Fig. 1: nets reached from selected ports
Drawn at 6 px/um.
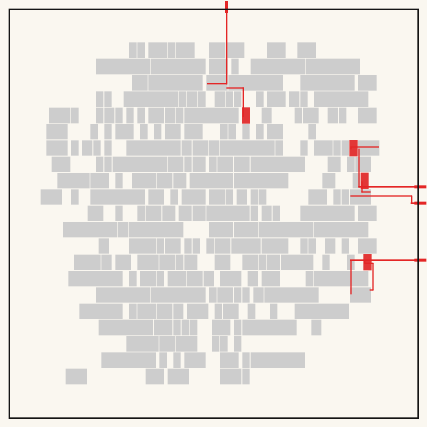
Fig. 2: sequential cells colored by netlist name
Drawn at 6 px/um.
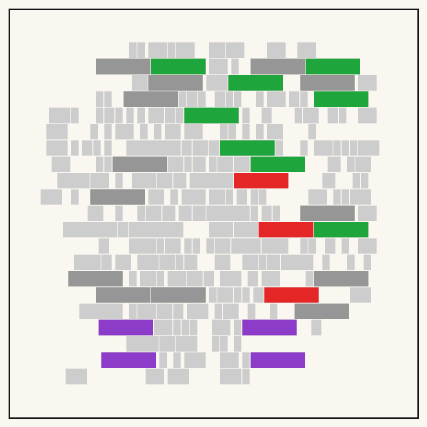
Fig. 3: local utilization
Drawn at 4 px/um. 7 x 7 tiles, from dark purple (low) to yellow (high), 0 to 100% covered.
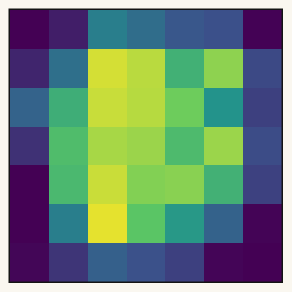
Fig. 4: gate families picked out
Drawn at 6 px/um.
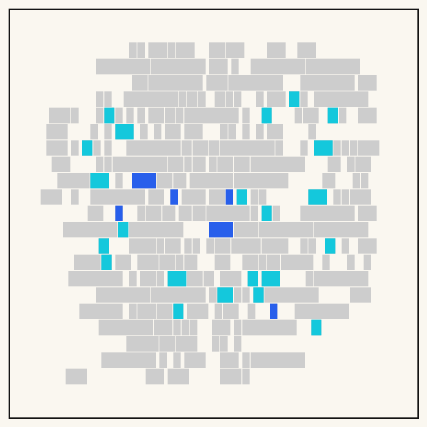
==> src/rtl/rcad_mult_seq_if.sv <==
// Bundle between a requester/adder environment (master) and the shift-and-add
// controller (slave): request handshake, product result and rcad adder drive/return.
interface rcad_mult_seq_if #(
  parameter int W = 4
);
  logic           start;
  logic [W-1:0]   a;
  logic [W-1:0]   b;
  logic           sgn;
  logic           busy;
  logic           done;
  logic [2*W-1:0] p;
  logic [W-1:0]   add_a;
  logic [W-1:0]   add_b;
  logic           add_m;
  logic [W-1:0]   add_s;
  logic [W-1:0]   add_c;
  logic           add_ov;

  modport master (
    output start, a, b, sgn,
    input  busy, done, p,
    input  add_a, add_b, add_m,
    output add_s, add_c, add_ov
  );

  modport slave (
    input  start, a, b, sgn,
    output busy, done, p,
    output add_a, add_b, add_m,
    input  add_s, add_c, add_ov
  );
endinterface

==> src/rtl/rcad_mult_seq.sv <==
// Sequential shift-and-add multiplier sharing one external W-bit rcad adder.
// Define RCAD_MULT_SIGNED_EN to compile in the Booth radix-2 signed path.
module rcad_mult_seq #(
  parameter int W = 4
) (
  input logic             clk,
  input logic             rst_n,
  rcad_mult_seq_if.slave  bus
);
  localparam int CW = $clog2(W) + 1;

  typedef enum logic [1:0] {
    S_IDLE  = 2'd0,
    S_ADD   = 2'd1,
    S_SHIFT = 2'd2,
    S_DONE  = 2'd3
  } state_t;

  state_t         state_q;
  logic [W-1:0]   a_q, q_q, m_q;
  logic           c_q;
  logic [CW-1:0]  cnt_q;
  logic           busy_q, done_q;
  logic [2*W-1:0] p_q;
  logic [W-1:0]   a_d;
  logic           c_d;
  logic           add_m_d;
  logic           unused_ok;

`ifdef RCAD_MULT_SIGNED_EN
  logic           q1_q;
  logic           s_r_q;

  assign unused_ok = ^{bus.add_c[W-2:0]};
`else
  assign unused_ok = ^{bus.sgn, bus.add_ov, bus.add_c[W-2:0]};
`endif

  // C carries the unsigned carry-out, or the overflow-corrected sign E in signed mode
  always_comb begin
    a_d     = a_q;
    c_d     = 1'b0;
    add_m_d = 1'b0;
`ifdef RCAD_MULT_SIGNED_EN
    if (s_r_q) begin
      c_d = a_q[W-1];
      case ({q_q[0], q1_q})
        2'b01: begin
          a_d = bus.add_s;
          c_d = bus.add_s[W-1] ^ bus.add_ov;
        end
        2'b10: begin
          add_m_d = (state_q == S_ADD);
          a_d     = bus.add_s;
          c_d     = bus.add_s[W-1] ^ bus.add_ov;
        end
        default: ;
      endcase
    end else if (q_q[0]) begin
      a_d = bus.add_s;
      c_d = bus.add_c[W-1];
    end
`else
    if (q_q[0]) begin
      a_d = bus.add_s;
      c_d = bus.add_c[W-1];
    end
`endif
  end

  always_ff @(posedge clk or negedge rst_n) begin
    if (!rst_n) begin
      state_q <= S_IDLE;
      a_q     <= '0;
      q_q     <= '0;
      m_q     <= '0;
      c_q     <= 1'b0;
      cnt_q   <= '0;
      busy_q  <= 1'b0;
      done_q  <= 1'b0;
      p_q     <= '0;
`ifdef RCAD_MULT_SIGNED_EN
      q1_q    <= 1'b0;
      s_r_q   <= 1'b0;
`endif
    end else begin
      case (state_q)
        S_IDLE: begin
          if (bus.start) begin
            m_q     <= bus.a;
            q_q     <= bus.b;
            a_q     <= '0;
            c_q     <= 1'b0;
            cnt_q   <= '0;
            busy_q  <= 1'b1;
            state_q <= S_ADD;
`ifdef RCAD_MULT_SIGNED_EN
            q1_q    <= 1'b0;
            s_r_q   <= bus.sgn;
`endif
          end
        end
        S_ADD: begin
          a_q     <= a_d;
          c_q     <= c_d;
          state_q <= S_SHIFT;
        end
        S_SHIFT: begin
          // {C,A,Q,q_1} shifted right; C is kept so it replicates as sign
          a_q   <= {c_q, a_q[W-1:1]};
          q_q   <= {a_q[0], q_q[W-1:1]};
          cnt_q <= cnt_q + 1'b1;
`ifdef RCAD_MULT_SIGNED_EN
          q1_q  <= q_q[0];
`endif
          if (cnt_q == CW'(W - 1)) begin
            p_q     <= {c_q, a_q, q_q[W-1:1]};
            done_q  <= 1'b1;
            state_q <= S_DONE;
          end else begin
            state_q <= S_ADD;
          end
        end
        S_DONE: begin
          done_q  <= 1'b0;
          busy_q  <= 1'b0;
          state_q <= S_IDLE;
        end
        default: state_q <= S_IDLE;
      endcase
    end
  end

  assign bus.busy  = busy_q;
  assign bus.done  = done_q;
  assign bus.p     = p_q;
  assign bus.add_a = a_q;
  assign bus.add_b = m_q;
  assign bus.add_m = add_m_d;
endmodule
==> src/flat_wrapper.sv <==
// flat-port wrapper written by rule: the top's interface ports become plain ports
module rcad_mult_seq_flat 
#(
  parameter int W = 4
)
  (clk, rst_n, bus_start, bus_a, bus_b, bus_sgn, bus_busy, bus_done, bus_p, bus_add_a, bus_add_b, bus_add_m, bus_add_s, bus_add_c, bus_add_ov);
  rcad_mult_seq_if #(.W(W)) bus_i ();
  input logic clk;
  input logic rst_n;
  input wire logic [$bits(bus_i.start)-1:0] bus_start;
  input wire logic [$bits(bus_i.a)-1:0] bus_a;
  input wire logic [$bits(bus_i.b)-1:0] bus_b;
  input wire logic [$bits(bus_i.sgn)-1:0] bus_sgn;
  output wire logic [$bits(bus_i.busy)-1:0] bus_busy;
  output wire logic [$bits(bus_i.done)-1:0] bus_done;
  output wire logic [$bits(bus_i.p)-1:0] bus_p;
  output wire logic [$bits(bus_i.add_a)-1:0] bus_add_a;
  output wire logic [$bits(bus_i.add_b)-1:0] bus_add_b;
  output wire logic [$bits(bus_i.add_m)-1:0] bus_add_m;
  input wire logic [$bits(bus_i.add_s)-1:0] bus_add_s;
  input wire logic [$bits(bus_i.add_c)-1:0] bus_add_c;
  input wire logic [$bits(bus_i.add_ov)-1:0] bus_add_ov;
  assign bus_i.start = bus_start;
  assign bus_i.a = bus_a;
  assign bus_i.b = bus_b;
  assign bus_i.sgn = bus_sgn;
  assign bus_busy = bus_i.busy;
  assign bus_done = bus_i.done;
  assign bus_p = bus_i.p;
  assign bus_add_a = bus_i.add_a;
  assign bus_add_b = bus_i.add_b;
  assign bus_add_m = bus_i.add_m;
  assign bus_i.add_s = bus_add_s;
  assign bus_i.add_c = bus_add_c;
  assign bus_i.add_ov = bus_add_ov;
  rcad_mult_seq #(.W(W)) u_core (.clk(clk), .rst_n(rst_n), .bus(bus_i));
endmodule
==> config.mk <==
export PLATFORM = sky130hd
export DESIGN_NAME = rcad_mult_seq_flat
export DESIGN_NICKNAME = d
export VERILOG_FILES = /design/src/rtl/rcad_mult_seq_if.sv /design/src/rtl/rcad_mult_seq.sv /design/src/flat_wrapper.sv
export SDC_FILE = /design/constraint.sdc
export NUM_CORES = 1
export LEC_CHECK = 0
export ABC_AREA = 1
export CAP_MARGIN = 30
export CORE_MARGIN = 5
export CORE_UTILIZATION = 42
export DETAILED_ROUTE_END_ITERATION = 6
export PLACE_DENSITY = 0.76
export SLEW_MARGIN = 20
export SYNTH_ARGS = -nofsm -noshare
export SYNTH_HDL_FRONTEND = slang
export SYNTH_SLANG_ARGS = --single-unit
==> constraint.sdc <==
create_clock -name clk -period 1.35 [get_ports clk]
set_input_delay 0.2025 -clock clk [delete_from_list [all_inputs] [get_ports clk]]
set_output_delay 0.2025 -clock clk [all_outputs]
set_load 0.005 [all_outputs]
==> flow_summary.ini <==
; physical design summary
[setup_path]
crit_path_max_fanout = 9
crit_type = register to register
ff2ff_setup_slack_ns = 0.07
path_common_cell = inv_1
start_kind = register
crit_path_end_kind = register
crit_required_ns = 1.58
crit_arrival_ns = 1.51

[power_and_ir_drop]
vdd_ir_drop_max_v = 0.00108
power_switching_share = 0.395
design_power_total_uw = 4400
seqPwrFrac = 0.316
intPower_uw = 2660
combPwrFrac = 0.592

[clock_tree]
cts_root_buf = clkbuf_4
clk_latency_ns = 0.33
clk_pin_slew_ns = 0.15
cts.path.max_buffers = 2
holdBufCountCts = 0

[drt]
dr.first_iter.drc_count = 45
first_pass_iters = 4
ant_nets = 0
avgViaCountPerCell = 4.51
wl_um = 3350
wl_per_cell_um = 12.0

[cells_and_area]
syn2layout_area_growth_pct = 50.2
lay_top_cells = nand2_1 (67), dfrtp_1 (28), buf_4 (24), dlygate4sd2_1 (18), inv_1 (16)
lay_top_count = nand2_1
drive_gt1_frac = 0.253
diodes = 0
final_area_sq_um = 2110

[synth]
fp_nets = 202
syn-instance-count = 172
ys_seq_share = 0.498
ys_types = 18
syn_area_sq_um = 1410
synth_flops = 28

[place]
place_inst = 264
hpwl_um = 2410
numPortBuffers = 33
placed_cell_area_sq_um = 1930
place_ws_ns = 0.000739
finalWeightedCongestion = 0.804

[floorplanning]
die_w_um = 67.9
rows = 21
die_y_um = 67.9
core_util_floorplan = 0.429
die_area_sq_um = 4610
core-area_sq_um = 3280

[grt]
grt_first_pass_wirelength_um = 5300
grt_pass1_vias = 1217
grt-ovfl-total = 0
grtUsageTotal = 0.154
antenna_found_initial = 0
grt_max_degree = 29

[final_timing]
fin_ws_ns = 0.0712
hold_viol_final = 0
fin_crit_sh = 0.947
final.min_clock_period_ns = 1.28
fin_skew_ns = 0.0101
slew_violations = 0
fmax_mhz = 782

[job]
log.warning_count = 37

[worst_hold_path]
min_path_type = input pin to asynchronous set/reset pin

[status]
status = finished clean
Back to the opening pictures, Fig. 1:
Key: red = bus_b [bits 4, direction input, edge 3 right, 1 top, end cells 4, buffers 4, wire 81.6 um]

Back to the opening pictures, Fig. 2:
Key: purple = u_core.bus.add_b [placed flops 4, where bottom center]; red = u_core.cnt_q [placed flops 3]; green = u_core.bus.p [placed flops 8]
Another 13 sequential cells are not colored.

Back to the opening pictures, Fig. 3:
The mean over all tiles is 45%. 27% of the tiles are over 75% full. The fullest tile reaches 96%.

Back to the opening pictures, Fig. 4:
Key: cyan = inverting AOI/OAI gates [cells 22]; blue = NOR gates [cells 6, where center]

==> state kept, by name, summed over array words and instances (netlist names) <==
name / count
u_core.cnt_q: 3
u_core.bus.p: 8
u_core.bus.busy: 1
u_core.bus.add_a: 4
u_core.q_q: 4
u_core.bus.add_b: 4
u_core.bus.done: 1
u_core.c_q: 1
u_core.state_q: 2
==> what timing repair did <==
action,in CTS,in global routing
setup endpoints to repair,22,22
buffers inserted,10,1
resized,19,22
pin swaps,0,2
==> power by group through the flow <==
stage	clock, uW	sequential, uW	combinational (uW)
after floorplan	0	1440	1110
after global placement	0	1420	2210
after detailed placement	0	1440	2280
after CTS	412	1370	2360
after global routing	449	1430	2910
final	407	1390	2600
==> cells by family (layout without fill, tap and decap cells) <==
| family | count (synthesis) | count (layout) | share of synthesized area |
|---|---|---|---|
| flip-flops | 28 | 28 | 0.498 |
| other | 1 | 1 | 0.00266 |
| adder cells (fa/ha/maj) | 9 | 9 | 0.0800 |
| AND/OR/NAND/NOR | 88 | 88 | 0.248 |
| AND-OR/OR-AND | 22 | 22 | 0.0907 |
| buffers and inverters | 24 | 85 | 0.0809 |
==> stage by stage <==
step / util / hold WS, ns
after floorplan: - / -0.0931
final: 0.644 / 0.209
after detailed placement: 0.587 / 0.466
after CTS: 0.615 / 0.227
after global placement: 0.587 / 0.460
after global routing: 0.644 / 0.217
==> area by class of cell <==
class / count / area (sq um)
inverters: 19 / 73.8
multi-input cells: 120 / 676
repair buffers: 62 / 571
flip-flops and latches: 28 / 701
clock buffers: 4 / 36.3
fillers: 276 / 1170
well taps: 46 / 57.6
==> critical path: cells and delay by family, from the launching register on <==
kind | cells | cell delay [ns]
buf+inv | 4 | 0.38
simple gates | 1 | 0.06
compound gates | 1 | 0.15
flops | 1 | 0.43
fa+ha+maj | 1 | 0.16
==> layer usage <==
metal  GRT usage  vias to the layer above  share of wire
li1            -                      649              -
met1       0.188                      580           0.43
met2       0.273                       24           0.52
met3      0.0148                        4          0.028
met4      0.0670                        0          0.016
met5           0                        -              0
==> final timing paths <==
kind | startpoint | end | cells past startpoint
max | u_core.state_q[1]$_DFFE_PN0P_ | u_core.bus.done$_DFFE_PN0P_ | 7
max reg2reg | u_core.state_q[1]$_DFFE_PN0P_ | u_core.bus.done$_DFFE_PN0P_ | 7
min reg2reg | u_core.bus.p[1]$_DFFE_PN0P_ | u_core.bus.p[1]$_DFFE_PN0P_ | 2
min in group clk | bus_a[2] | u_core.bus.add_b[2]$_DFFE_PN0P_ | 3
min | rst_n | u_core.state_q[1]$_DFFE_PN0P_ | 2
max in group asynchronous | rst_n | u_core.bus.done$_DFFE_PN0P_ | 2
==> cells in the mapped netlist, drive strengths merged <==
cell	n	area, sq um
conb	1	3.75
inv	19	73.8
ha	9	113
clkbuf	1	5.00
nand3	7	35.0
buf	4	35.0
o211ai	1	7.51
nor2	6	22.5
a21oi	5	25.0
nand2	75	292
dfrtp	28	701
o21ai	16	95.1
Power is estimated from default activity; no workload was simulated.
